run_1/sizing.png
(3 px per micron)
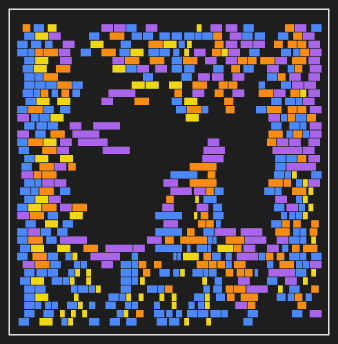
run_1/congestion_map.png
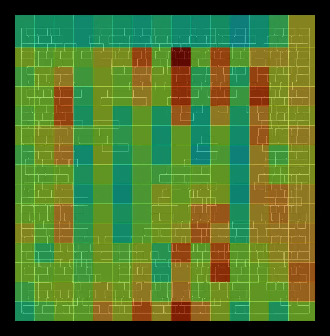
run_1/closeup.png
Window x 14 to 39, y 68 to 93 microns. Cells in grey, sequential cells in the stronger grey; small squares are vias.
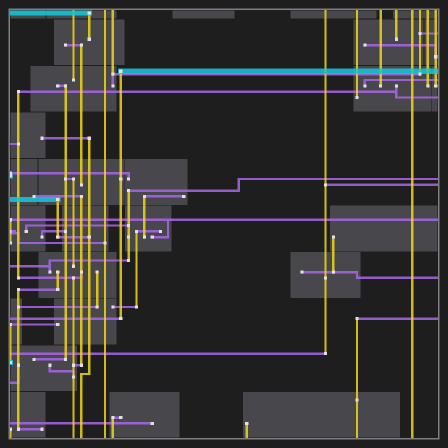
run_1/m1.png
(4 px per micron)
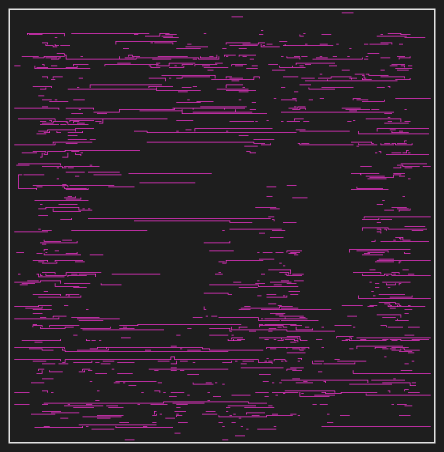
$ cat config.mk
export PLATFORM = sky130hd
export DESIGN_NAME = mem_arbiter
export DESIGN_NICKNAME = d
export VERILOG_FILES = /design/src/rtl/cpu_types_pkg.sv /design/src/rtl/mem_arbiter.sv
export SDC_FILE = /design/constraint.sdc
export NUM_CORES = 1
export LEC_CHECK = 0
export CAP_MARGIN = 20
export CORE_AREA = 2 2 104 106
export CTS_CLUSTER_SIZE = 28
export DETAILED_ROUTE_END_ITERATION = 8
export DIE_AREA = 0 0 106 108
export HOLD_SLACK_MARGIN = 0.12
export SYNTH_ARGS = -nofsm -noshare
export SYNTH_HDL_FRONTEND = slang
export SYNTH_SLANG_ARGS = --single-unit
$ cat constraint.sdc
create_clock -name CLK -period 1.99 [get_ports CLK]
set_input_delay 0.398 -clock CLK [delete_from_list [all_inputs] [get_ports CLK]]
set_output_delay 0.398 -clock CLK [all_outputs]
set_load 0.02 [all_outputs]
$ cat src/rtl/cpu_types_pkg.sv
`default_nettype none
// ============================================================================
// Module      : cpu_types_pkg
// Description : Shared CPU-side types: machine word, RAM status encoding,
//               memory arbiter grant states and the forced error load word.
// Revision    : 1.0 - initial release
// ============================================================================
package cpu_types_pkg;

    typedef logic [31:0] word_t;

    // Status reported by the RAM model each cycle.
    typedef enum logic [1:0] {
        FREE   = 2'd0,
        BUSY   = 2'd1,
        ACCESS = 2'd2,
        ERROR  = 2'd3
    } ramstate_t;

    // Which side currently owns the shared RAM port.
    typedef enum logic [1:0] {
        IDLE = 2'd0,
        IGNT = 2'd1,
        DGNT = 2'd2
    } arb_state_t;

    // Load value returned to the owner when a transaction is abandoned
    // after too many consecutive RAM errors.
    localparam word_t BAD_WORD = 32'hBAD0BAD0;

endpackage
`default_nettype wire

$ cat src/rtl/mem_arbiter.sv
`default_nettype none
// ============================================================================
// Module      : mem_arbiter
// Description : Arbitrates one shared RAM port between an instruction fetch
//               side and a data side. A grant lasts until the RAM reports
//               ACCESS, the owner drops its request, or ERR_MAX consecutive
//               ERROR cycles are seen (forced completion with BAD_WORD).
//               One idle cycle always separates two transactions.
// Config      : MEM_ARBITER_RR_EN undefined -> data has fixed priority.
//               MEM_ARBITER_RR_EN defined   -> on contention the side not
//               last served wins; last-served updates on completion only.
// Ports       : CLK, RST (async, active-high)
//               iREN/iaddr -> iwait/iload        instruction side
//               dREN/dWEN/daddr/dstore -> dwait/dload   data side
//               ramREN/ramWEN/ramaddr/ramstore -> RAM, ramload/ramstate <- RAM
// Revision    : 1.0 - initial release
// ============================================================================
module mem_arbiter
    import cpu_types_pkg::*;
#(
    parameter int ERR_MAX = 3
) (
    input  logic        CLK,
    input  logic        RST,
    input  logic        iREN,
    input  logic [31:0] iaddr,
    output logic        iwait,
    output logic [31:0] iload,
    input  logic        dREN,
    input  logic        dWEN,
    input  logic [31:0] daddr,
    input  logic [31:0] dstore,
    output logic        dwait,
    output logic [31:0] dload,
    output logic        ramREN,
    output logic        ramWEN,
    output logic [31:0] ramaddr,
    output logic [31:0] ramstore,
    input  logic [31:0] ramload,
    input  logic [1:0]  ramstate
);

    localparam int CW = (ERR_MAX < 1) ? 1 : $clog2(ERR_MAX + 1);
    // Counter value at which one more ERROR cycle forces completion.
    localparam logic [CW-1:0] c_err_last = CW'((ERR_MAX < 1) ? 0 : ERR_MAX - 1);

    arb_state_t     r_state;
    arb_state_t     w_state_nxt;
    logic [CW-1:0]  r_errcnt;
    logic [CW-1:0]  w_errcnt_nxt;
    logic           w_dreq;
    logic           w_err_done;
`ifdef MEM_ARBITER_RR_EN
    logic           r_last_d;       // 1: data side served last
    logic           w_last_d_nxt;
`endif

    assign w_dreq     = dREN | dWEN;
    assign w_err_done = (ramstate == ERROR) && (r_errcnt == c_err_last);

    always_ff @(posedge CLK or posedge RST) begin
        if (RST) begin
            r_state  <= IDLE;
            r_errcnt <= '0;
`ifdef MEM_ARBITER_RR_EN
            r_last_d <= 1'b0;
`endif
        end else begin
            r_state  <= w_state_nxt;
            r_errcnt <= w_errcnt_nxt;
`ifdef MEM_ARBITER_RR_EN
            r_last_d <= w_last_d_nxt;
`endif
        end
    end

    always_comb begin
        w_state_nxt  = r_state;
        w_errcnt_nxt = '0;
`ifdef MEM_ARBITER_RR_EN
        w_last_d_nxt = r_last_d;
`endif
        ramREN   = 1'b0;
        ramWEN   = 1'b0;
        ramaddr  = '0;
        ramstore = '0;
        iwait    = iREN;
        dwait    = w_dreq;
        iload    = ramload;
        dload    = ramload;

        case (r_state)
            IDLE: begin
`ifdef MEM_ARBITER_RR_EN
                if (w_dreq && iREN) begin
                    w_state_nxt = r_last_d ? IGNT : DGNT;
                end else if (w_dreq) begin
                    w_state_nxt = DGNT;
                end else if (iREN) begin
                    w_state_nxt = IGNT;
                end
`else
                if (w_dreq) begin
                    w_state_nxt = DGNT;
                end else if (iREN) begin
                    w_state_nxt = IGNT;
                end
`endif
            end

            IGNT: begin
                ramaddr = iaddr;
                ramREN  = iREN;
                if (!iREN) begin
                    // Owner withdrew: abandon without a completion pulse.
                    w_state_nxt = IDLE;
                end else if ((ramstate == ACCESS) || w_err_done) begin
                    iwait       = 1'b0;
                    w_state_nxt = IDLE;
                    if (w_err_done) begin
                        iload = BAD_WORD;
                    end
`ifdef MEM_ARBITER_RR_EN
                    w_last_d_nxt = 1'b0;
`endif
                end else if (ramstate == ERROR) begin
                    w_errcnt_nxt = r_errcnt + 1'b1;
                end
            end

            DGNT: begin
                ramaddr  = daddr;
                ramstore = dstore;
                // A simultaneous read and write is issued as a write.
                ramWEN   = dWEN;
                ramREN   = dREN & ~dWEN;
                if (!w_dreq) begin
                    w_state_nxt = IDLE;
                end else if ((ramstate == ACCESS) || w_err_done) begin
                    dwait       = 1'b0;
                    w_state_nxt = IDLE;
                    if (w_err_done) begin
                        dload = BAD_WORD;
                    end
`ifdef MEM_ARBITER_RR_EN
                    w_last_d_nxt = 1'b1;
`endif
                end else if (ramstate == ERROR) begin
                    w_errcnt_nxt = r_errcnt + 1'b1;
                end
            end

            default: begin
                w_state_nxt = IDLE;
            end
        endcase
    end

endmodule
`default_nettype wire

==> run notes, run 1 <==
Figures from the flow reports.

Routing:
- The run puts the number of detailed-routing iterations run before antenna repair at 4.
- The run puts the number of vias per cell after detailed routing at around 4.2.

Worst setup path:
- The setup path with the least slack is of type flop to primary output.
- The signal on the critical path passes through inv_1, ha_2, nand3_4, buf_6, nor2_4, buf_12, buf_16, or2_4, buf_6.
- The run gives the nature of the critical path endpoint as a primary output.
- The run puts the combined buffer and inverter count along the critical path at 5.
- The run gives the depth of the most critical reg-to-reg path as 7.
- STA puts the critical path data arrival time at ~1.7 ns.
- Per the timing report, the most critical flop-to-flop path originates at r_state[0].

GRT:
- The initial antenna violation count came to 0.

Clocking:
- The run gives the TritonCTS clock tree as done.
- The number of hold buffers added after CTS was 0.
- Looking at the clock tree report, the H-tree level count equals 1.
- The run gives the clock insertion delay at the later pin of the skew report as 0.21 ns.
- In this run, CTS created clock tree buffers numbering 3.

Timing:
- The run puts the post-route fraction of the period consumed by the critical path at 105%.
- The run gives the actual transition at the worst max-transition pin as approximately 0.27 ns.
- Once routing completed, OpenROAD measured the worst setup slack at -0.108 ns.
- The run puts the setup violation total in the final timing report at a little under 80.

Yosys:
- The run gives the average size of a mapped cell as between 6 and 7 sq um.
- The run puts the async set-reset flop share out of synthesis at 100%.
- The run gives the sequential fraction of the synthesis area as around 6.7%.

Run status:
- The final reports fail on setup timing.
- The flow ran to the end, but the final reports show violations.

Power and ir drop:
- Dividing total power by cell area gives a power density of 895 nW/um^2.
- The run puts the leakage power at 2.37 nW.

Flow run:
- The run gives the max-cap check violation count as 0.

Die:
- The run gives the vertical die dimension as 108 microns.
Notes on sizing.png above:
| colour | size | cells | share |
|---|---|---|---|
| blue | x1 and smaller | 227 | 44% |
| orange | x3 and x4 | 113 | 22% |
| purple | x6 and larger | 103 | 20% |
| yellow | x2 | 72 | 14% |

Notes on congestion_map.png above:
Global Route met2 Usage: 33.5%
met3 capacity usage during global routing: 4.88%
global-route met1 utilization: 14.0%
Global Route Usage Sum: 15.5%
grt peak-use layer: met2

Notes on closeup.png above:
| colour | layer |
|---|---|
| purple | M1 |
| cyan | M3 |
| yellow | M2 |
sequential cells in the window: 0
cells with their middle in the window: 17
most frequent: buf_6 (4), a22oi_2 (3), clkdlybuf4s50_1 (3)

Notes on m1.png above:
share of all routed wire: 34%
longest straight run: 45.5 microns
wire length on this layer: 3670 microns
nets with wire on the layer: 517

run 1: worst register-to-register path, delay by kind of cell, from the launching register on:
family / cells / cell delay (ns)
compound gates: 3 / 0.61
fa+ha+maj: 1 / 0.22
flops: 1 / 0.40
buf+inv: 3 / 0.38
run 1: routing by layer:
metal | share of wire (%) | track usage, % | up-vias
met5 | 0 | 0 | -
met4 | 0.70 | 2.91 | 0
met3 | 9.5 | 4.88 | 6
met2 | 55 | 33.5 | 166
met1 | 34 | 14.0 | 1235
li1 | - | - | 1319
run 1: through the flow:
step                      area, sq um  setup TNS (ns)  instances  hold WS, ns  utilization (%)
after global placement           4470          -41.80        624        0.413             43.6
after CTS                        4690           -4.31        641        0.404             45.8
after global routing             5360          -11.00        651        0.427             52.4
after floorplan                  1480               0        218        0.164                -
final                            5360           -3.55        651        0.396             52.4
after detailed placement         4470          -42.46        624        0.420             43.6
run 1: power groups by stage:
| stage | sequential [mW] | combinational (mW) | clock, mW |
|---|---|---|---|
| 2_1_floorplan | 0.114 | 1.54 | 0 |
| 3_3_place_gp | 0.111 | 3.15 | 0 |
| 3_5_place_dp | 0.112 | 3.16 | 0 |
| 4_1_cts | 0.118 | 3.30 | 0.171 |
| 5_1_grt | 0.121 | 4.77 | 0.175 |
| 6_report | 0.119 | 4.51 | 0.165 |
run 1: registers in the layout, summed over array words and instances (netlist names):
| register | count |
|---|---|
| r_state | 2 |
| r_errcnt | 2 |
run 1: worst max-delay path by stage:
stage | startpoint | end | slack, ns
3_3_place_gp | ramstate[0] | dload[22] | -0.51
3_5_place_dp | ramstate[0] | iwait | -0.55
4_1_cts | r_errcnt[0] | iload[28] | -0.12
2_1_floorplan | r_state[0] | ramaddr[10] | 0.17
6_report | r_errcnt[0] | iload[31] | -0.11
5_1_grt | r_state[0] | dload[27] | -0.18
run 1: cells in the final DEF, fill, tap and decap left out, drive strengths merged, types with 3 or more instances in the layout:
cell type / instances
a22oi: 32
and2: 35
buf: 157
clkbuf: 26
clkdlybuf4s50: 130
dfrtp: 4
dlygate4sd2: 4
ha: 5
inv: 4
nor2: 5
nor2b: 64
o21ai: 3
or2: 32
run 1: repair_timing:
| item | in CTS | in global routing |
|---|---|---|
| cloned | 6 | 8 |
| hold endpoints to repair | 0 | 0 |
| endpoints found under the setup margin | 131 | 128 |
| setup buffers | 8 | 5 |
| resized | 598 | 219 |
| pin swaps | 6 | 9 |
run 1: cells in the mapped netlist (all sizes together), types with 2 or more instances:
cell / number / share of area, %
a22oi: 32 / 16
and2: 35 / 15
and4b: 2 / 1.3
buf: 12 / 4.0
clkbuf: 8 / 2.1
dfrtp: 4 / 6.7
ha: 5 / 4.2
inv: 4 / 1.0
nand2: 2 / 0.67
nor2: 5 / 1.6
nor2b: 64 / 27
o21ai: 3 / 1.3
or2: 32 / 13
run 1: area by class of cell:
cell class	instances	area (sq um)
fill	941	4870
timing repair buffer	314	3200
multi-input combinational	190	1830
tap	136	170
sequential	4	100
clock buffer	3	41.3
inverter	4	15.0
==> run 2, diff against run 1 <==
CORE_AREA = 4 4 100 102   (was 2 2 104 106)
DIE_AREA = 0 0 104 106   (was 0 0 106 108)
PLACE_DENSITY = 0.67   (was not set)
RECOVER_POWER = 100   (was not set)
==> run 2 against run 1 <==
The run still ends with setup timing left. Wire length is 3.7% lower. Utilization is 0.57 points lower. Clock power hardly changed. Worst setup slack worse by 0.031 ns. Fmax is 1.4% lower. Clock-buffer cell count stayed put. Die size is 3.7% lower. First-iteration DRC count is 33% lower.
==> run notes, run 2 <==
Figures from the flow reports.

Timing:
- The run puts the worst setup skew after layout at ~0.00049 ns.
- The run puts the setup violation total in the final timing report at between 50 and 60.
- The run puts the post-layout worst setup margin at -0.139 ns.
- The run puts the post-route fraction of the period consumed by the critical path at 107%.
- Across all hold checks on the routed design, the worst slack comes to about 0.45 ns.
- The run puts the actual transition at the worst max-transition pin at around 0.25 ns.

Yosys:
- The run puts the async set-reset flop share out of synthesis at 100%.
- The run puts the share of Yosys cell area claimed by the top area cell type at a little over a quarter.
- The commonest cells after synthesis are sky130_fd_sc_hd__nor2b_1 (64), sky130_fd_sc_hd__and2_1 (35), sky130_fd_sc_hd__a22oi_1 (32).
- The run gives the most repeated cell in the gate-level netlist after synthesis as sky130_fd_sc_hd__nor2b_1.
- The run gives the average size of a mapped cell as between 6 and 7 sq um.
- The run puts the number of nets at floorplan at 358.
- After synthesis, flip-flops and latches occupy 6.75% of the total area.
- By area the synthesized netlist is led by sky130_fd_sc_hd__nor2b_1 (27%), sky130_fd_sc_hd__a22oi_1 (16%), sky130_fd_sc_hd__and2_1 (15%).

Cells and area:
- The run gives the post-layout instance count excluding filler cells as 619.
- In the final layout, the registers with the most flip-flops are r_errcnt: 2 flops, r_state: 2 flops.
- The run gives the post-layout instance area as between 4000 and 5000 sq um.
- Leaving out fill and tap cells, the most frequent cell in the layout is sky130_fd_sc_hd__clkdlybuf4s50_1.
- In the layout the commonest cells are sky130_fd_sc_hd__clkdlybuf4s50_1 (128), sky130_fd_sc_hd__nor2b_1 (59), sky130_fd_sc_hd__buf_6 (43).

Placed design:
- The run gives the tally of buffers added on design ports as about 270.
- The run gives the cell total after placement as between 500 and 600.
- The run gives the instance area at placement as between 4000 and 5000 sq um.

Clocking:
- The CTS report gives the tree buffer count as 3.
- The run gives the deepest level of the CTS H-tree as 1.
- The run gives the TritonCTS clock tree as done.
- The run puts the count of hold buffers inserted by post-cts repair at 0.
- The later pin in the worst-skew pair is clocked with a latency of between 0.2 and 0.25 ns.

GRT:
- The run gives the initial antenna violation count as 1.
- The run puts the global-route usage over all layers at about 15%.

Worst setup path:
- Per the timing report, the most critical flop-to-flop path originates at r_state[1].
- STA classifies the critical path endpoint as a primary output.
- By startpoint and endpoint, the worst setup path is classified as flop to primary output.
- Among all stages on the critical path, the maximum delay recorded is between 0.3 and 0.4 ns.
- Traced cell by cell, the critical path runs through buf_6, ha_4, o21ai_4, nor2_4, buf_6, buf_16, or2_4, buf_6.

Power and ir drop:
- The run puts the leakage power at between 2 and 2.5 nW.

Die:
- In this run the vertical extent of the chip is around 110 microns.
- After floorplanning, the die was sized to cover 11000 sq um.
- The run puts the total number of placement rows at 35.

Run status:
- The run finished, with violations left.
- The final reports fail on setup timing.

Routing:
- The run puts the number of vias per cell after detailed routing at between 4 and 5.
- The run gives the number of detailed-routing iterations run before antenna repair as 4.

Flow run:
- The run puts the max-cap check violation count at 0.
==> run 2: routing by layer <==
| layer | up-vias | share of wire (%) | global-route usage (%) |
|---|---|---|---|
| met4 | 2 | 1.1 | 3.04 |
| met3 | 12 | 9.7 | 5.40 |
| li1 | 1305 | - | - |
| met2 | 165 | 55 | 32.1 |
| met1 | 1223 | 34 | 14.2 |
| met5 | - | 0.078 | 0 |
==> run 2: cell type report <==
| cell class | instances | area, sq um |
|---|---|---|
| Fill cell | 877 | 4390 |
| Clock buffer | 3 | 41.3 |
| Timing Repair Buffer | 307 | 2860 |
| Sequential cell | 4 | 100 |
| Tap cell | 111 | 139 |
| Multi-Input combinational cell | 190 | 1570 |
| Inverter | 4 | 15.0 |
==> run 2: timing repair <==
action | CTS | global route
setup endpoints to repair | 132 | 116
gates resized | 443 | 218
buffers inserted | 4 | 10
pin swaps | 7 | 12
gates cloned | 3 | 7
==> run 2: worst max-delay path, delay by kind of cell, from the launching register on <==
family,cells,cell delay [ns]
flip-flops,1,0.39
AND-OR/OR-AND,1,0.09
AND/OR/NAND/NOR,2,0.32
adder cells (fa/ha/maj),1,0.19
buffers and inverters,4,0.53
==> run 2: worst max path at each step <==
| stage | cells after the start | slack [ns] | from | endpoint |
|---|---|---|---|---|
| finish | 8 | -0.14 | r_state[1] | dload[31] |
| floorplan | 5 | 0.17 | r_state[0] | ramaddr[10] |
| global placement | 6 | -0.52 | dREN | dload[20] |
| global route | 8 | -0.18 | r_state[1] | dload[27] |
| detailed placement | 6 | -0.55 | dREN | dload[23] |
| CTS | 9 | -0.11 | r_errcnt[0] | dload[25] |
==> run 2: where the power goes <==
group / internal [mW] / switching, mW
clock: 0.128 / 0.0372
combinational: 1.69 / 1.65
sequential: 0.0986 / 0.0136
total: 1.92 / 1.70
==> run 2: cells by family after synthesis <==
family	count (synthesis)	synth area share, %
AND/OR/NAND/NOR	144	60.9
AND-OR/OR-AND	41	21.0
buffers and inverters	24	7.17
adder cells (fa/ha/maj)	5	4.22
flip-flops	4	6.75
==> run 2: metrics by stage <==
stage | util [%] | total power [mW] | TNS (ns)
after floorplan | - | 1.66 | 0
after global placement | 48.3 | 3.21 | -38.28
after detailed placement | 48.3 | 3.23 | -40.44
after CTS | 49.7 | 3.26 | -5.01
after global routing | 51.8 | 3.84 | -7.09
final | 51.8 | 3.62 | -3.25
run_2/m1.png
(4 px per micron)
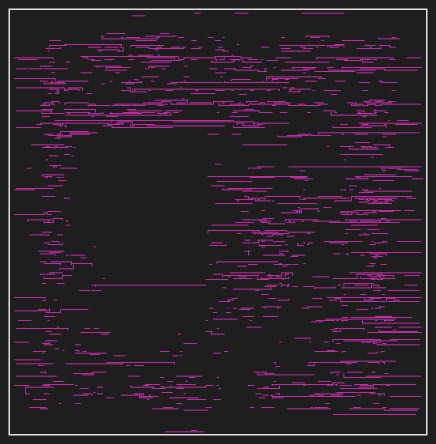
nets with wire on the layer: 534
main direction: horizontal

run_2/class_map.png
(4 px per micron)
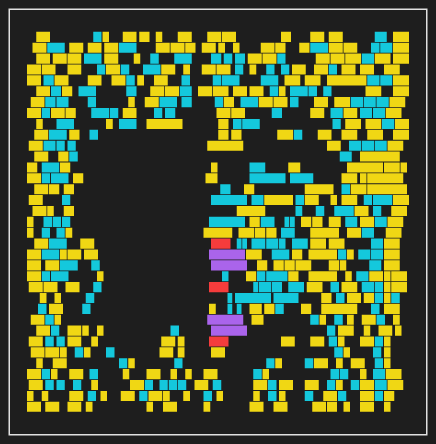
| colour | class | cells | share of their area |
|---|---|---|---|
| red | clock-net drivers | 3 | 0.90% |
| purple | registers | 4 | 2.2% |
| yellow | remaining buffers and delay cells | 307 | 62% |
| cyan | remaining logic cells | 194 | 35% |

Power figures rest on the tool's default switching activity, not on a simulated workload.
